$ cat src/rtl/syn_gpu_pkg.sv
// Shared GPU pipeline types: pixel colour, coordinate widths and rectangle-fill job/FSM types.
package syn_gpu_pkg;

    localparam int unsigned P_X_W    = 10;
    localparam int unsigned P_Y_W    = 10;
    localparam int unsigned P_C_W    = 8;
    localparam int unsigned P_DIST_W = 8;
    localparam int unsigned P_NORM_W = 8;

    typedef struct packed {
        logic [P_C_W-1:0] y;
        logic [P_C_W-1:0] cb;
        logic [P_C_W-1:0] cr;
    } pxl_ycbcr_t;

    typedef enum logic [1:0] {
        FSM_IDLE = 2'd0,
        FSM_LOAD = 2'd1,
        FSM_FILL = 2'd2,
        FSM_DONE = 2'd3
    } syn_rect_fill_fsm_t;

    typedef struct packed {
        logic [P_X_W-1:0] x0;
        logic [P_X_W-1:0] x1;
        logic [P_Y_W-1:0] y0;
        logic [P_Y_W-1:0] y1;
        pxl_ycbcr_t       pxl;
    } syn_rect_job_t;

endpackage

$ cat src/rtl/syn_rect_fill_if.sv
// Pixel transfer port between GPU pipeline stages; master drives beats, slave returns ready.
interface syn_pxl_xfr_intf
    import syn_gpu_pkg::*;
#(
    parameter int unsigned WIDTHX = P_X_W,
    parameter int unsigned WIDTHY = P_Y_W
);
    logic                pxl_wr_valid;
    logic                pxl_rd_valid;
    logic                ready;
    logic [WIDTHX-1:0]   posx;
    logic [WIDTHY-1:0]   posy;
    pxl_ycbcr_t          pxl;
    logic [P_DIST_W-1:0] misc_info_dist;
    logic [P_NORM_W-1:0] misc_info_norm;

    modport master (
        output pxl_wr_valid, pxl_rd_valid, posx, posy, pxl, misc_info_dist, misc_info_norm,
        input  ready
    );

    modport slave (
        input  pxl_wr_valid, pxl_rd_valid, posx, posy, pxl, misc_info_dist, misc_info_norm,
        output ready
    );
endinterface

$ cat src/rtl/syn_rect_fill_raster_cntr.sv
// Raster-order coordinate walker over [xs..xe]x[ys..ye]; flags the final coordinate.
module syn_raster_cntr
    import syn_gpu_pkg::*;
#(
    parameter int unsigned WIDTHX = P_X_W,
    parameter int unsigned WIDTHY = P_Y_W
) (
    input  logic              clk_ir,
    input  logic              rst_ih,
    input  logic              load_i,
    input  logic              step_i,
    input  logic [WIDTHX-1:0] xs_i,
    input  logic [WIDTHX-1:0] xe_i,
    input  logic [WIDTHY-1:0] ys_i,
    input  logic [WIDTHY-1:0] ye_i,
    output logic [WIDTHX-1:0] cur_x_o,
    output logic [WIDTHY-1:0] cur_y_o,
    output logic              last_o
);
    logic [WIDTHX-1:0] xs_q, xs_d, xe_q, xe_d, cur_x_q, cur_x_d;
    logic [WIDTHY-1:0] ye_q, ye_d, cur_y_q, cur_y_d;
    logic              last_q, last_d;

    // Wrap to xs is checked before incrementing, so x never exceeds xe.
    always_comb begin
        xs_d    = xs_q;
        xe_d    = xe_q;
        ye_d    = ye_q;
        cur_x_d = cur_x_q;
        cur_y_d = cur_y_q;
        last_d  = last_q;
        if (load_i) begin
            xs_d    = xs_i;
            xe_d    = xe_i;
            ye_d    = ye_i;
            cur_x_d = xs_i;
            cur_y_d = ys_i;
            last_d  = (xs_i == xe_i) && (ys_i == ye_i);
        end else if (step_i && !last_q) begin
            if (cur_x_q == xe_q) begin
                cur_x_d = xs_q;
                cur_y_d = cur_y_q + WIDTHY'(1);
            end else begin
                cur_x_d = cur_x_q + WIDTHX'(1);
            end
            last_d = (cur_x_d == xe_q) && (cur_y_d == ye_q);
        end
    end

    always_ff @(posedge clk_ir or posedge rst_ih) begin
        if (rst_ih) begin
            xs_q    <= '0;
            xe_q    <= '0;
            ye_q    <= '0;
            cur_x_q <= '0;
            cur_y_q <= '0;
            last_q  <= 1'b0;
        end else begin
            xs_q    <= xs_d;
            xe_q    <= xe_d;
            ye_q    <= ye_d;
            cur_x_q <= cur_x_d;
            cur_y_q <= cur_y_d;
            last_q  <= last_d;
        end
    end

    assign cur_x_o = cur_x_q;
    assign cur_y_o = cur_y_q;
    assign last_o  = last_q;
endmodule

$ cat src/rtl/syn_rect_fill.sv
// Rectangle fill engine: takes one corner-pair job and streams every covered pixel in raster order.
module syn_rect_fill
    import syn_gpu_pkg::*;
#(
    parameter int unsigned WIDTHX = P_X_W,
    parameter int unsigned WIDTHY = P_Y_W
) (
    input  logic              clk_ir,
    input  logic              rst_ih,
    input  logic              job_valid_i,
    output logic              job_ready_o,
    input  logic [WIDTHX-1:0] job_x0_i,
    input  logic [WIDTHX-1:0] job_x1_i,
    input  logic [WIDTHY-1:0] job_y0_i,
    input  logic [WIDTHY-1:0] job_y1_i,
    input  pxl_ycbcr_t        job_pxl_i,
    output logic              busy_o,
    output logic              done_o,
    syn_pxl_xfr_intf.master   pxl_xfr
);
    syn_rect_fill_fsm_t state_q, state_d;
    syn_rect_job_t      job_q, job_d;
    logic               job_ready_q, busy_q, done_q, valid_q;
    logic               load_c, step_c, last_c;
    logic [WIDTHX-1:0]  x0_c, x1_c, xs_c, xe_c, cur_x_c;
    logic [WIDTHY-1:0]  y0_c, y1_c, ys_c, ye_c, cur_y_c;

    // Corner normalisation, consumed by the walker during LOAD.
    always_comb begin
        x0_c = WIDTHX'(job_q.x0);
        x1_c = WIDTHX'(job_q.x1);
        y0_c = WIDTHY'(job_q.y0);
        y1_c = WIDTHY'(job_q.y1);
        xs_c = (x0_c < x1_c) ? x0_c : x1_c;
        xe_c = (x0_c < x1_c) ? x1_c : x0_c;
        ys_c = (y0_c < y1_c) ? y0_c : y1_c;
        ye_c = (y0_c < y1_c) ? y1_c : y0_c;
    end

    always_comb begin
        state_d = state_q;
        job_d   = job_q;
        load_c  = 1'b0;
        step_c  = 1'b0;
        case (state_q)
            FSM_IDLE: begin
                if (job_valid_i) begin
                    job_d.x0  = P_X_W'(job_x0_i);
                    job_d.x1  = P_X_W'(job_x1_i);
                    job_d.y0  = P_Y_W'(job_y0_i);
                    job_d.y1  = P_Y_W'(job_y1_i);
                    job_d.pxl = job_pxl_i;
                    state_d   = FSM_LOAD;
                end
            end
            FSM_LOAD: begin
                load_c  = 1'b1;
                state_d = FSM_FILL;
            end
            FSM_FILL: begin
                if (pxl_xfr.ready) begin
                    step_c = 1'b1;
                    if (last_c) state_d = FSM_DONE;
                end
            end
            FSM_DONE: state_d = FSM_IDLE;
            default:  state_d = FSM_IDLE;
        endcase
    end

    // Status and valid are registered from the next state so they align with it.
    always_ff @(posedge clk_ir or posedge rst_ih) begin
        if (rst_ih) begin
            state_q     <= FSM_IDLE;
            job_q       <= '0;
            job_ready_q <= 1'b1;
            busy_q      <= 1'b0;
            done_q      <= 1'b0;
            valid_q     <= 1'b0;
        end else begin
            state_q     <= state_d;
            job_q       <= job_d;
            job_ready_q <= (state_d == FSM_IDLE);
            busy_q      <= (state_d != FSM_IDLE);
            done_q      <= (state_d == FSM_DONE);
            valid_q     <= (state_d == FSM_FILL);
        end
    end

    syn_raster_cntr #(
        .WIDTHX (WIDTHX),
        .WIDTHY (WIDTHY)
    ) u_raster_cntr (
        .clk_ir  (clk_ir),
        .rst_ih  (rst_ih),
        .load_i  (load_c),
        .step_i  (step_c),
        .xs_i    (xs_c),
        .xe_i    (xe_c),
        .ys_i    (ys_c),
        .ye_i    (ye_c),
        .cur_x_o (cur_x_c),
        .cur_y_o (cur_y_c),
        .last_o  (last_c)
    );

    assign job_ready_o            = job_ready_q;
    assign busy_o                 = busy_q;
    assign done_o                 = done_q;
    assign pxl_xfr.pxl_wr_valid   = valid_q;
    assign pxl_xfr.pxl_rd_valid   = 1'b0;
    assign pxl_xfr.posx           = cur_x_c;
    assign pxl_xfr.posy           = cur_y_c;
    assign pxl_xfr.pxl            = job_q.pxl;
    assign pxl_xfr.misc_info_dist = '0;
    assign pxl_xfr.misc_info_norm = '0;
endmodule

$ cat src/flat_wrapper.sv
// flat-port wrapper written by rule: the top's interface ports become plain ports
module syn_rect_fill_flat import syn_gpu_pkg::*;
#(
    parameter int unsigned WIDTHX = P_X_W,
    parameter int unsigned WIDTHY = P_Y_W
)
  (clk_ir, rst_ih, job_valid_i, job_ready_o, job_x0_i, job_x1_i, job_y0_i, job_y1_i, job_pxl_i, busy_o, done_o, pxl_xfr_pxl_wr_valid, pxl_xfr_pxl_rd_valid, pxl_xfr_posx, pxl_xfr_posy, pxl_xfr_pxl, pxl_xfr_misc_info_dist, pxl_xfr_misc_info_norm, pxl_xfr_ready);
  syn_pxl_xfr_intf #(.WIDTHX(WIDTHX), .WIDTHY(WIDTHY)) pxl_xfr_i ();
  input  logic clk_ir;
  input  logic rst_ih;
  input  logic job_valid_i;
  output logic job_ready_o;
  input  logic [WIDTHX-1:0] job_x0_i;
  input  logic [WIDTHX-1:0] job_x1_i;
  input  logic [WIDTHY-1:0] job_y0_i;
  input  logic [WIDTHY-1:0] job_y1_i;
  input  pxl_ycbcr_t job_pxl_i;
  output logic busy_o;
  output logic done_o;
  output wire logic [$bits(pxl_xfr_i.pxl_wr_valid)-1:0] pxl_xfr_pxl_wr_valid;
  output wire logic [$bits(pxl_xfr_i.pxl_rd_valid)-1:0] pxl_xfr_pxl_rd_valid;
  output wire logic [$bits(pxl_xfr_i.posx)-1:0] pxl_xfr_posx;
  output wire logic [$bits(pxl_xfr_i.posy)-1:0] pxl_xfr_posy;
  output wire logic [$bits(pxl_xfr_i.pxl)-1:0] pxl_xfr_pxl;
  output wire logic [$bits(pxl_xfr_i.misc_info_dist)-1:0] pxl_xfr_misc_info_dist;
  output wire logic [$bits(pxl_xfr_i.misc_info_norm)-1:0] pxl_xfr_misc_info_norm;
  input wire logic [$bits(pxl_xfr_i.ready)-1:0] pxl_xfr_ready;
  assign pxl_xfr_pxl_wr_valid = pxl_xfr_i.pxl_wr_valid;
  assign pxl_xfr_pxl_rd_valid = pxl_xfr_i.pxl_rd_valid;
  assign pxl_xfr_posx = pxl_xfr_i.posx;
  assign pxl_xfr_posy = pxl_xfr_i.posy;
  assign pxl_xfr_pxl = pxl_xfr_i.pxl;
  assign pxl_xfr_misc_info_dist = pxl_xfr_i.misc_info_dist;
  assign pxl_xfr_misc_info_norm = pxl_xfr_i.misc_info_norm;
  assign pxl_xfr_i.ready = pxl_xfr_ready;
  syn_rect_fill #(.WIDTHX(WIDTHX), .WIDTHY(WIDTHY)) u_core (.clk_ir(clk_ir), .rst_ih(rst_ih), .job_valid_i(job_valid_i), .job_ready_o(job_ready_o), .job_x0_i(job_x0_i), .job_x1_i(job_x1_i), .job_y0_i(job_y0_i), .job_y1_i(job_y1_i), .job_pxl_i(job_pxl_i), .busy_o(busy_o), .done_o(done_o), .pxl_xfr(pxl_xfr_i));
endmodule
$ cat config.mk
export PLATFORM = sky130hd
export DESIGN_NAME = syn_rect_fill_flat
export DESIGN_NICKNAME = d
export VERILOG_FILES = /design/src/rtl/syn_gpu_pkg.sv /design/src/rtl/syn_rect_fill_if.sv /design/src/rtl/syn_rect_fill_raster_cntr.sv /design/src/rtl/syn_rect_fill.sv /design/src/flat_wrapper.sv
export SDC_FILE = /design/constraint.sdc
export NUM_CORES = 1
export LEC_CHECK = 0
export CAP_MARGIN = 0
export CORE_MARGIN = 3
export CORE_UTILIZATION = 56
export CTS_CLUSTER_SIZE = 30
export DETAILED_ROUTE_END_ITERATION = 6
export GPL_TIMING_DRIVEN = 0
export PLACE_DENSITY_LB_ADDON = 0.2
export SLEW_MARGIN = 40
export SYNTH_ARGS = -nofsm -noshare
export SYNTH_HDL_FRONTEND = slang
export SYNTH_SLANG_ARGS = --single-unit
$ cat constraint.sdc
create_clock -name clk_ir -period 10 [get_ports clk_ir]
set_input_delay 1.5 -clock clk_ir [delete_from_list [all_inputs] [get_ports clk_ir]]
set_output_delay 1.5 -clock clk_ir [all_outputs]
set_load 0.005 [all_outputs]
placement.png
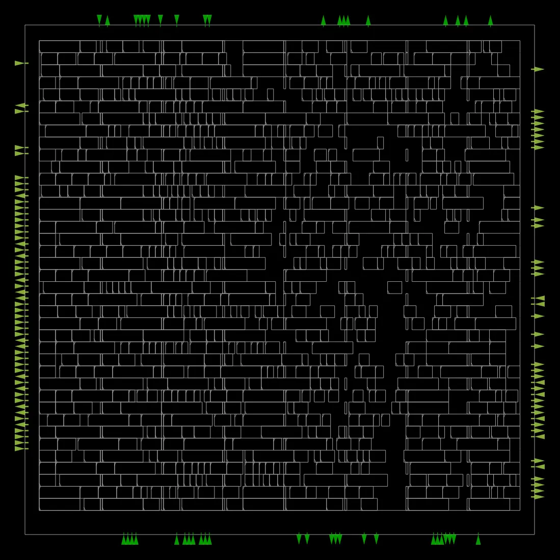
tap cells: 143
num sequential: 121
sequential cell area share: 0.348
Post-Layout Cell Count: 989

sizes.png
(3 px per micron)
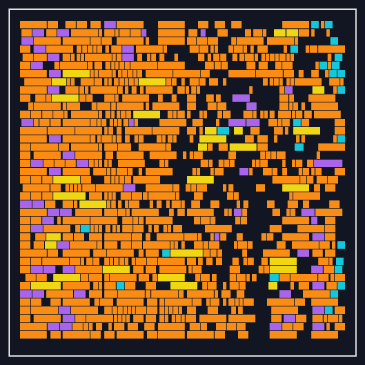
legend:
  _6 and larger:
    color: yellow
    cells: 30
    share: 3.5%
  _0 and _1 cells:
    color: orange
    cells: 734
    share: 87%
  _2 cells:
    color: purple
    cells: 58
    share: 6.9%
  _3 and _4 cells:
    color: cyan
    cells: 24
    share: 2.8%

layer_met3.png
(2 px per micron) Cells faint in the background.
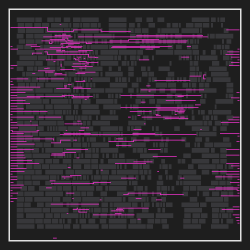
longest straight run: 68.1 microns
share of all routed wire: 9.2%
nets with wire on the layer: 186

flops_by_reg.png
(3 px per micron)
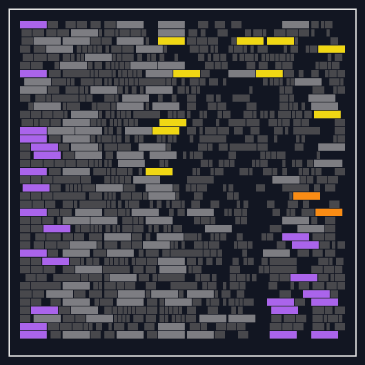
legend:
  u_core.state_q:
    color: orange
    flops: 2
  u_core.pxl_xfr.pxl:
    color: purple
    flops: 24
  u_core.u_raster_cntr.xs_q:
    color: yellow
    flops: 10

placement_by_type.png
(4 px per micron)
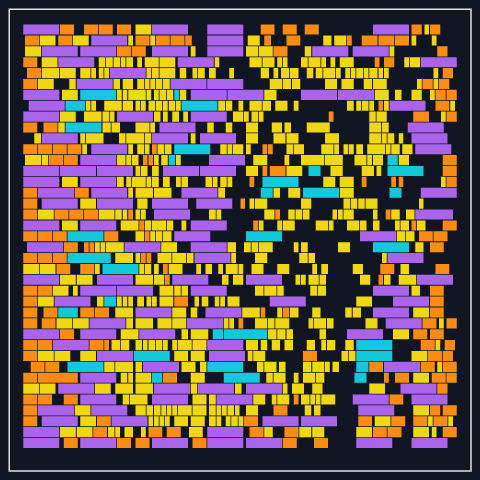
legend:
  other buffers and delay cells:
    color: orange
    cells: 174
    share_of_their_area: 18%
  combinational and other logic:
    color: yellow
    cells: 519
    share_of_their_area: 40%
  flops:
    color: purple
    cells: 121
    share_of_their_area: 36%
  clock drivers and dummy loads:
    color: cyan
    cells: 32
    share_of_their_area: 7.0%

==> impl_metrics.toml <==
# flow metrics
[power]
p_leak_nw = 3.79
ir_worst_vdd_uv = 231
p_per_area_nw_per_um2 = 366
pwr-share-comb = 0.497
p_sw_w = 0.00133
finalPower_w = 0.00318

[timing]
hold_viol_final = 0
layout_min_cycle_time_ns = 3.39
fin_worst_skew_ns = 0.0116

[synthesis]
edf_count = 0
ys_area_sq_um = 6660
yosysWarnings = 0

[finish]
final_nets = 923
nMultiInputCombCells = 489
buffer_area_frac = 0.172
drive_above_1_share = 0.132
inv_count = 30
clock_buffers = 20
num-nonclk-buffers = 174

[worst_setup_path]
worstPathMaxFanout = 10
crit_path_start_kind = "primary input"

[global_routing]
overflow = 0
met1_usage = 0.400

[drt]
drc = 0
wl_per_cell_microns = 20.7
via_per_inst = 5.98

[floorplanning]
dieWidth_microns = 115

[min_path]
min_path_type = "flip-flop to flip-flop"

[cts]
clk_pin_slew_ns = 0.06
clock_latency_ns = 0.43

[flow_run]
log.warning_count = 26

[status]
outcome = "finished clean"
layer usage:
metal	wire length, microns	vias up
met3	1880	79
li1	-	2646
met4	843	0
met5	0	-
met1	8100	2846
met2	9670	346
kinds of logic (layout without fill, tap and decap cells):
group / after synthesis / in the layout / share of synthesized area
buffers and inverters: 87 / 236 / 0.0635
other: 1 / 17 / 0.000563
and+or+nand+nor: 180 / 180 / 0.127
muxes: 76 / 76 / 0.122
AOI/OAI and AO/OA: 151 / 151 / 0.131
xor gates and xnor gates: 43 / 43 / 0.0588
adders and majority gates: 22 / 22 / 0.0413
DFF: 121 / 121 / 0.455
critical path: cells and delay by family:
kind	cells	cell delay, ns
buffers and inverters	3	1.42
AND-OR/OR-AND	1	0.14
AND/OR/NAND/NOR	2	0.65
synthesized netlist by cell type, types with 2 or more instances:
library cell  instances  area, sq um
inv_1                30          113
a21oi_1              40          200
a21o_1                8         60.1
and3_1                5         31.3
nand2_1              71          267
o21ai_0              69          345
ha_1                 22          275
o31ai_1               2         15.0
a211oi_1              4         30.0
xnor2_1              28          245
nor4_1                3         18.8
xnor2_2               2         32.5
nor3b_1               2         15.0
o211ai_1              2         15.0
a2111o_1              2         22.5
nand3b_1              3         22.5
buf_1                 3         11.3
nand3_1              11         55.1
nand4_1              15         93.8
nand2b_1              3         18.8
mux2i_1              32          320
a31oi_1               6         37.5
clkbuf_1             31          116
o221ai_1              2         17.5
buf_6                 4         45.0
buf_4                17          128
buf_2                 2         10.0
and2_1                2         12.5
nor3_1                5         25.0
nor2_1               43          161
nor2b_1               7         43.8
o2111ai_1             3         26.3
dfrtp_1             120         3000
o21ai_1               2         10.0
or3_1                 2         12.5
mux2_2               44          495
xor2_1               13          114
Power and IR drop assume default switching activity.
